<file path="src/rtl/pe_tile_scheduler.sv">
// pe_tile_scheduler: sequences one PE through a conv layer (LOAD -> COMPUTE -> DRAIN per channel / k group).
// Ports: clk/rst (sync, active-high); start/cfg_num_c/cfg_num_k begin a layer; load_done/load_*_cnt close a LOAD;
//        mul_ready accepts a COMPUTE beat; ppu_done closes a DRAIN; outputs are the state code, indices,
//        remaining counts/flags, beat_valid, layer_parity and a one-cycle layer_done pulse.
module pe_tile_scheduler #(
  parameter int I   = 4,
  parameter int F   = 4,
  parameter int A_W = 8,
  parameter int W_W = 6,
  parameter int C_W = 4,
  parameter int K_W = 3
) (
  input  logic           clk,
  input  logic           rst,
  input  logic           start,
  input  logic [C_W-1:0] cfg_num_c,
  input  logic [K_W-1:0] cfg_num_k,
  input  logic           load_done,
  input  logic [A_W-1:0] load_act_cnt,
  input  logic [W_W-1:0] load_wt_cnt,
  input  logic           mul_ready,
  input  logic           ppu_done,
  output logic [1:0]     state,
  output logic [C_W-1:0] current_c,
  output logic [K_W-1:0] current_k,
  output logic [A_W-1:0] current_a,
  output logic [W_W-1:0] current_w,
  output logic [A_W-1:0] remain_a,
  output logic [W_W-1:0] remain_w,
  output logic           flag_remain_a,
  output logic           flag_remain_w,
  output logic           beat_valid,
  output logic           layer_parity,
  output logic           layer_done
);

  localparam logic [1:0] S_IDLE    = 2'd0;
  localparam logic [1:0] S_LOAD    = 2'd1;
  localparam logic [1:0] S_COMPUTE = 2'd2;
  localparam logic [1:0] S_DRAIN   = 2'd3;

  logic [1:0]     r_state;
  logic [C_W-1:0] r_num_c;
  logic [K_W-1:0] r_num_k;
  logic [A_W-1:0] r_act;
  logic [W_W-1:0] r_wt;
  logic [C_W-1:0] r_c;
  logic [K_W-1:0] r_k;
  logic [A_W-1:0] r_a;
  logic [W_W-1:0] r_w;
  logic           r_parity;
  logic           r_done;

  // Sums carry one extra bit so a count near the top of the range never wraps.
  logic [A_W:0]   w_a_sum;
  logic [W_W:0]   w_w_sum;
  logic           w_a_last;
  logic           w_w_last;
  logic           w_last_c;
  logic           w_last_k;
  logic           w_zero_load;
  logic [1:0]     w_adv_state;
  logic [C_W-1:0] w_adv_c;

  assign w_a_sum     = {1'b0, r_a} + (A_W+1)'(I);
  assign w_w_sum     = {1'b0, r_w} + (W_W+1)'(F);
  assign w_a_last    = (w_a_sum >= {1'b0, r_act});
  assign w_w_last    = (w_w_sum >= {1'b0, r_wt});
  assign w_last_c    = (r_c >= r_num_c - C_W'(1));
  assign w_last_k    = (r_k >= r_num_k - K_W'(1));
  assign w_zero_load = (load_act_cnt == '0) || (load_wt_cnt == '0);

  // Channel advance is shared by the LOAD skip path and the last COMPUTE beat.
  assign w_adv_state = w_last_c ? S_DRAIN : S_LOAD;
  assign w_adv_c     = w_last_c ? r_c : r_c + C_W'(1);

  always_ff @(posedge clk) begin
    if (rst) begin
      r_state  <= S_IDLE;
      r_num_c  <= '0;
      r_num_k  <= '0;
      r_act    <= '0;
      r_wt     <= '0;
      r_c      <= '0;
      r_k      <= '0;
      r_a      <= '0;
      r_w      <= '0;
      r_parity <= 1'b0;
      r_done   <= 1'b0;
    end else begin
      r_done <= 1'b0;
      case (r_state)
        S_IDLE: begin
          if (start) begin
            r_state <= S_LOAD;
            r_num_c <= (cfg_num_c == '0) ? C_W'(1) : cfg_num_c;
            r_num_k <= (cfg_num_k == '0) ? K_W'(1) : cfg_num_k;
            r_c     <= '0;
            r_k     <= '0;
          end
        end
        S_LOAD: begin
          if (load_done) begin
            r_act <= load_act_cnt;
            r_wt  <= load_wt_cnt;
            r_a   <= '0;
            r_w   <= '0;
            if (w_zero_load) begin
              r_state <= w_adv_state;
              r_c     <= w_adv_c;
            end else begin
              r_state <= S_COMPUTE;
            end
          end
        end
        S_COMPUTE: begin
          if (mul_ready) begin
            if (!w_w_last) begin
              r_w <= w_w_sum[W_W-1:0];
            end else if (!w_a_last) begin
              r_w <= '0;
              r_a <= w_a_sum[A_W-1:0];
            end else begin
              // Last beat of the channel: park the beat indices at zero.
              r_a     <= '0;
              r_w     <= '0;
              r_state <= w_adv_state;
              r_c     <= w_adv_c;
            end
          end
        end
        default: begin // S_DRAIN
          if (ppu_done) begin
            if (!w_last_k) begin
              r_k     <= r_k + K_W'(1);
              r_c     <= '0;
              r_state <= S_LOAD;
            end else begin
              r_done   <= 1'b1;
              r_parity <= ~r_parity;
              r_c      <= '0;
              r_k      <= '0;
              r_state  <= S_IDLE;
            end
          end
        end
      endcase
    end
  end

  assign state         = r_state;
  assign current_c     = r_c;
  assign current_k     = r_k;
  assign current_a     = r_a;
  assign current_w     = r_w;
  assign remain_a      = r_act - r_a;
  assign remain_w      = r_wt - r_w;
  assign flag_remain_a = (remain_a >= A_W'(I));
  assign flag_remain_w = (remain_w >= W_W'(F));
  assign beat_valid    = (r_state == S_COMPUTE);
  assign layer_parity  = r_parity;
  assign layer_done    = r_done;

endmodule
</file>
<file path="config.mk">
export PLATFORM = sky130hd
export DESIGN_NAME = pe_tile_scheduler
export DESIGN_NICKNAME = d
export VERILOG_FILES = /design/src/rtl/pe_tile_scheduler.sv
export SDC_FILE = /design/constraint.sdc
export NUM_CORES = 1
export LEC_CHECK = 0
export ABC_AREA = 1
export ABC_CLOCK_PERIOD_IN_PS = 6050
export CAP_MARGIN = 15
export CORE_UTILIZATION = 55
export CTS_CLUSTER_SIZE = 40
export DETAILED_ROUTE_END_ITERATION = 16
export HOLD_SLACK_MARGIN = 0.05
export PLACE_DENSITY = 0.86
export SYNTH_ARGS = -nofsm -noshare
export SYNTH_HDL_FRONTEND = slang
export SYNTH_SLANG_ARGS = --single-unit
</file>
<file path="constraint.sdc">
create_clock -name clk -period 6.05 [get_ports clk]
set_clock_uncertainty 0.1 [all_clocks]
set_input_delay 1.21 -clock clk [delete_from_list [all_inputs] [get_ports clk]]
set_output_delay 1.21 -clock clk [all_outputs]
set_load 0.005 [all_outputs]
</file>
==> reports/qor.csv, run 1 <==
stage,metric,value,unit
status,run status,"complete, no violations",
clock_tree,Clock Root Buffer,clkbuf_8,
worst_setup_path,CP Max Fanout,6,
route,top sig layer,met4,
route,initial DRC count,139,
grt,grt peak-use layer,met2,
power_and_ir_drop,total power,1.71,mW
worst_setup_path,Worst R2R End,current_c[3]$_SDFFE_PP0P_,
synthesis,most common cell in the netlist,inv_1,
power_and_ir_drop,seq pwr,404,uW
final_timing,min Tclk post-route,3760,ps
worst_setup_path,worst path required time,4740,ps
layout,non-clock buffer area fraction after layout,16.6,%
layout,flip-flops,42,
route,Pre-Repair DR Iteration Count,4,
layout,FF+latch area,841,sq um
route,Met3 Routed Length,254,um
floorplanning,Chip Area,5870,sq um
min_path,Hold Crit Depth,2,
worst_setup_path,r2r setup slk,3650,ps
layout,layout cells sized above 1,6.45,%
worst_setup_path,critical path depth in cells,11,
synthesis,"area share, top type",27.5,%
power_and_ir_drop,Top Consumer,combinational logic,
min_path,Min-Delay Endpoint,r_num_k[1]$_SDFFE_PP0P_,
power_and_ir_drop,internal power,973,uW
synthesis,Synth area leaders,"dfxtp_1, ha_1, inv_1, nand2_1, nor2_1",
final_timing,cycle use final,62.1,%
clock_tree,Clock Tree Buf Depth,2,
synthesis,Yosys cell types,35,
synthesis,Synth Area in Adders,15.9,%
layout,Layout area overhead,25.8,%
power_and_ir_drop,Logic pwr share,63.4,%
flow_run,Max-Cap Viols,0,
placed_design,Inst Count DP,558,
placed_design,Detailed Place HPWL,5600,um
power_and_ir_drop,Clk. pwr,222,uW
layout,Comb area,1880,sq um
placed_design,Placer Congestion,0.861,
synthesis,XORs/XNORs by Area,6.01,%
clock_tree,CTS-repair resized insts,0,
layout,final cell count without fillers,566,
power_and_ir_drop,clock power share,13.0,%
clock_tree,Insertion Delay late pin,300,ps
synthesis,syn avg cell area,7.13,sq um
synthesis,Synth Seq Share,27.5,%
final_timing,Setup-failing EPs final,0,
worst_setup_path,Worst Setup End Kind,output port,
clock_tree,hold_buf cts,0,
floorplanning,Die Width,76.6,um
grt,largest net degree at the start of global routing,30,
synthesis,Post-Syn Area,3060,sq um
placed_design,DP Area,3740,sq um
layout,Largest Register,r_act,
power_and_ir_drop,VDD IR-drop max,0.257,mV
synthesis,Ys Warns,0,
final_timing,WHS,366,ps
worst_setup_path,Crit path arrival time,2450,ps
route,"antenna viol nets, final",0,
synthesis,# Cells Yosys,429,
power_and_ir_drop,combinational power,1.09,mW
grt,number of global-route vias before repair,2863,
worst_setup_path,CP most frequent cell,nand2_1,
synthesis,ys async rst share,0,%
power_and_ir_drop,Sw Share,43.2,%
final_timing,Slew Limit Headroom,45.6,%
final_timing,setup_tns,0,ps
route,metal1 wirelength,3060,um
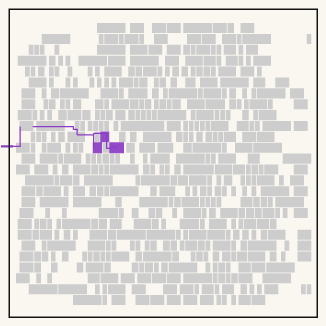
Run 1: I/O nets highlighted
Scale: 4 px per um.
ppu_done: drawn in purple, bits 1, direction input, edge west, end cells 4, buffers 1, wire 37.9 um.
top-level I/O count: 69
port buffer count: 64

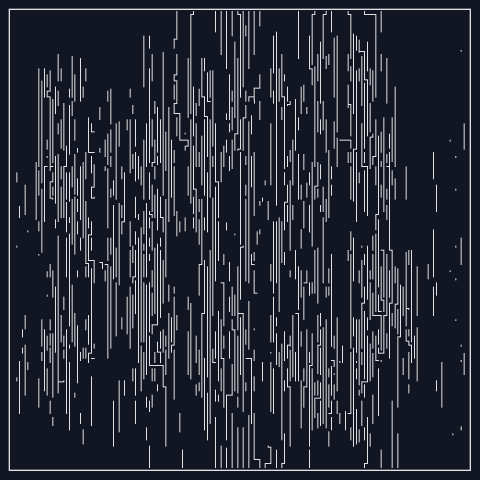
Run 1: metal 2
Scale: 6 px per um.
The layer holds 52% of the routed length. The layer carries 3780 um of wire. 467 nets have wire on it. The longest straight run is 28.9 um. The wires run mostly vertical.
final WL: 7200 um
DR vias: 2942

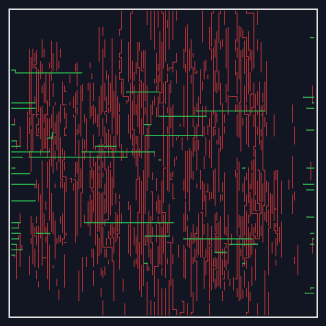
Run 1: wiring by layer
Scale: 4 px per um. Two of the layers only.
met3: drawn in green, wire length 255 um. met2: drawn in red, wire length 3780 um.
WL/cell: 12.7 um
Total Routing Usage GR: 25.8%

Run 1, placed standard cells:
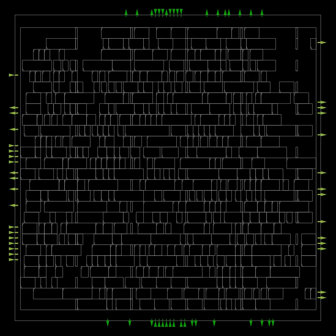

==> inputs of run 2 (changes only) <==
Settings changed: ABC_CLOCK_PERIOD_IN_PS 6050 to 3400, CORE_UTILIZATION 55 to 46, PLACE_DENSITY 0.86 to 0.77.
Clock period 6.05 ns to 3.4 ns, I/O delays scaled along.
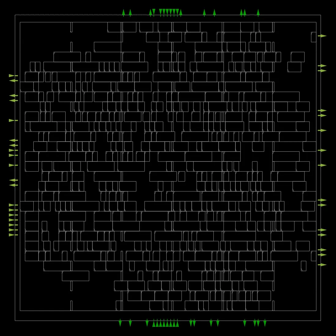
Run 2: placed standard cells
FP Rows: 29
core area: 6390 sq um

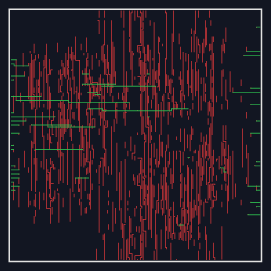
Run 2: wiring by layer
Scale: 3 px per um. Two of the layers only.
met3: drawn in green, wire length 272 um. met2: drawn in red, wire length 3510 um.
Total Routing Usage GR: 20.4%
DR vias: 2918
WL/cell: 12.1 um
final WL: 6950 um

==> run 2 against run 1 <==
Effect of this change: clock-buffer cell count fell by 1; non-clock buffer count up 1; final cell count rose by 1.4%; power rose by 74%; first-iteration DRC count is 12% lower; hold slack worse by 3.4 ps; utilization fell by 13 points; critical path depth down 1; worst setup slack lost 2000 ps; combinational power rose by 75%; largest cell class unchanged; largest power group unchanged.
==> reports/qor.csv, run 2 <==
stage,metric,value,unit
layout,Comb area,1880,sq um
clock_tree,hold_buf cts,0,
power_and_ir_drop,total power,2.97,mW
power_and_ir_drop,combinational power,1.91,mW
floorplanning,Chip Area,6980,sq um
synthesis,Yosys cell types,35,
synthesis,Synth Area in Adders,15.9,%
final_timing,cycle use final,92.6,%
synthesis,syn avg cell area,7.13,sq um
layout,flip-flops,42,
clock_tree,CTS-repair resized insts,0,
placed_design,port buffer count,64,
power_and_ir_drop,Top Consumer,combinational logic,
route,Met3 Routed Length,272,um
min_path,Min-Delay Endpoint,r_num_k[1]$_SDFFE_PP0P_,
layout,layout cells sized above 1,7.24,%
worst_setup_path,r2r setup slk,1030,ps
power_and_ir_drop,seq pwr,716,uW
synthesis,XORs/XNORs by Area,6.01,%
grt,grt peak-use layer,met2,
worst_setup_path,reg2reg start,current_a[3]$_SDFFE_PP0P_,
route,initial DRC count,122,
clock_tree,Clock Tree Buf Depth,2,
layout,Layout area overhead,26.1,%
synthesis,Synth Seq Share,27.5,%
route,metal1 wirelength,3110,um
min_path,Hold Crit Depth,2,
layout,final cell count without fillers,574,
power_and_ir_drop,Clk. pwr,345,uW
placed_design,DP Area,3760,sq um
final_timing,Slew Limit Headroom,43.7,%
synthesis,Ys Warns,0,
power_and_ir_drop,VDD IR-drop max,0.750,mV
final_timing,min Tclk post-route,3150,ps
synthesis,most common cell in the netlist,inv_1,
synthesis,Synth area leaders,"dfxtp_1, ha_1, inv_1, nand2_1, nor2_1",
synthesis,"area share, top type",27.5,%
floorplanning,top-level I/O count,69,
worst_setup_path,CP most frequent cell,nor2_1,
power_and_ir_drop,Logic pwr share,64.3,%
worst_setup_path,CP Max Fanout,5,
status,run status,"complete, no violations",
final_timing,WHS,362,ps
final_timing,Setup-failing EPs final,0,
worst_setup_path,worst path required time,2620,ps
power_and_ir_drop,internal power,1.67,mW
route,Pre-Repair DR Iteration Count,4,
worst_setup_path,Worst Setup End Kind,output port,
layout,Largest Register,r_act,
layout,FF+latch area,845,sq um
placed_design,Placer Congestion,0.828,
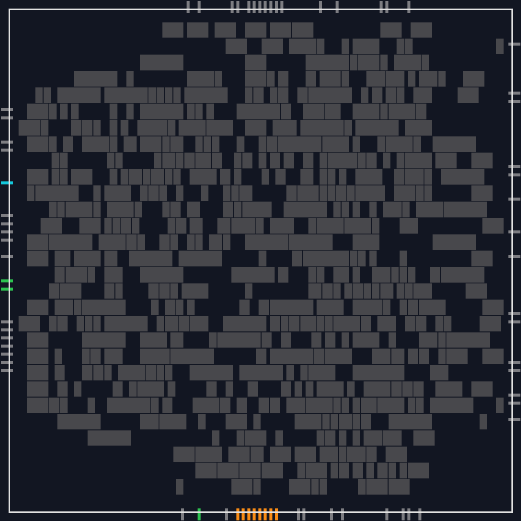
Run 2: pin placement
Scale: 6 px per um. Pins as bars across the die edge, other pins in gray.
ppu_done: drawn in cyan, pins 1, direction input, edge west. current_k: drawn in green, pins 3, direction output, edge 2 west, 1 south. load_act_cnt: drawn in orange, pins 8, direction input, edge south.
Die Width: 83.6 um
Die Height: 83.6 um

Power and IR drop assume default switching activity.
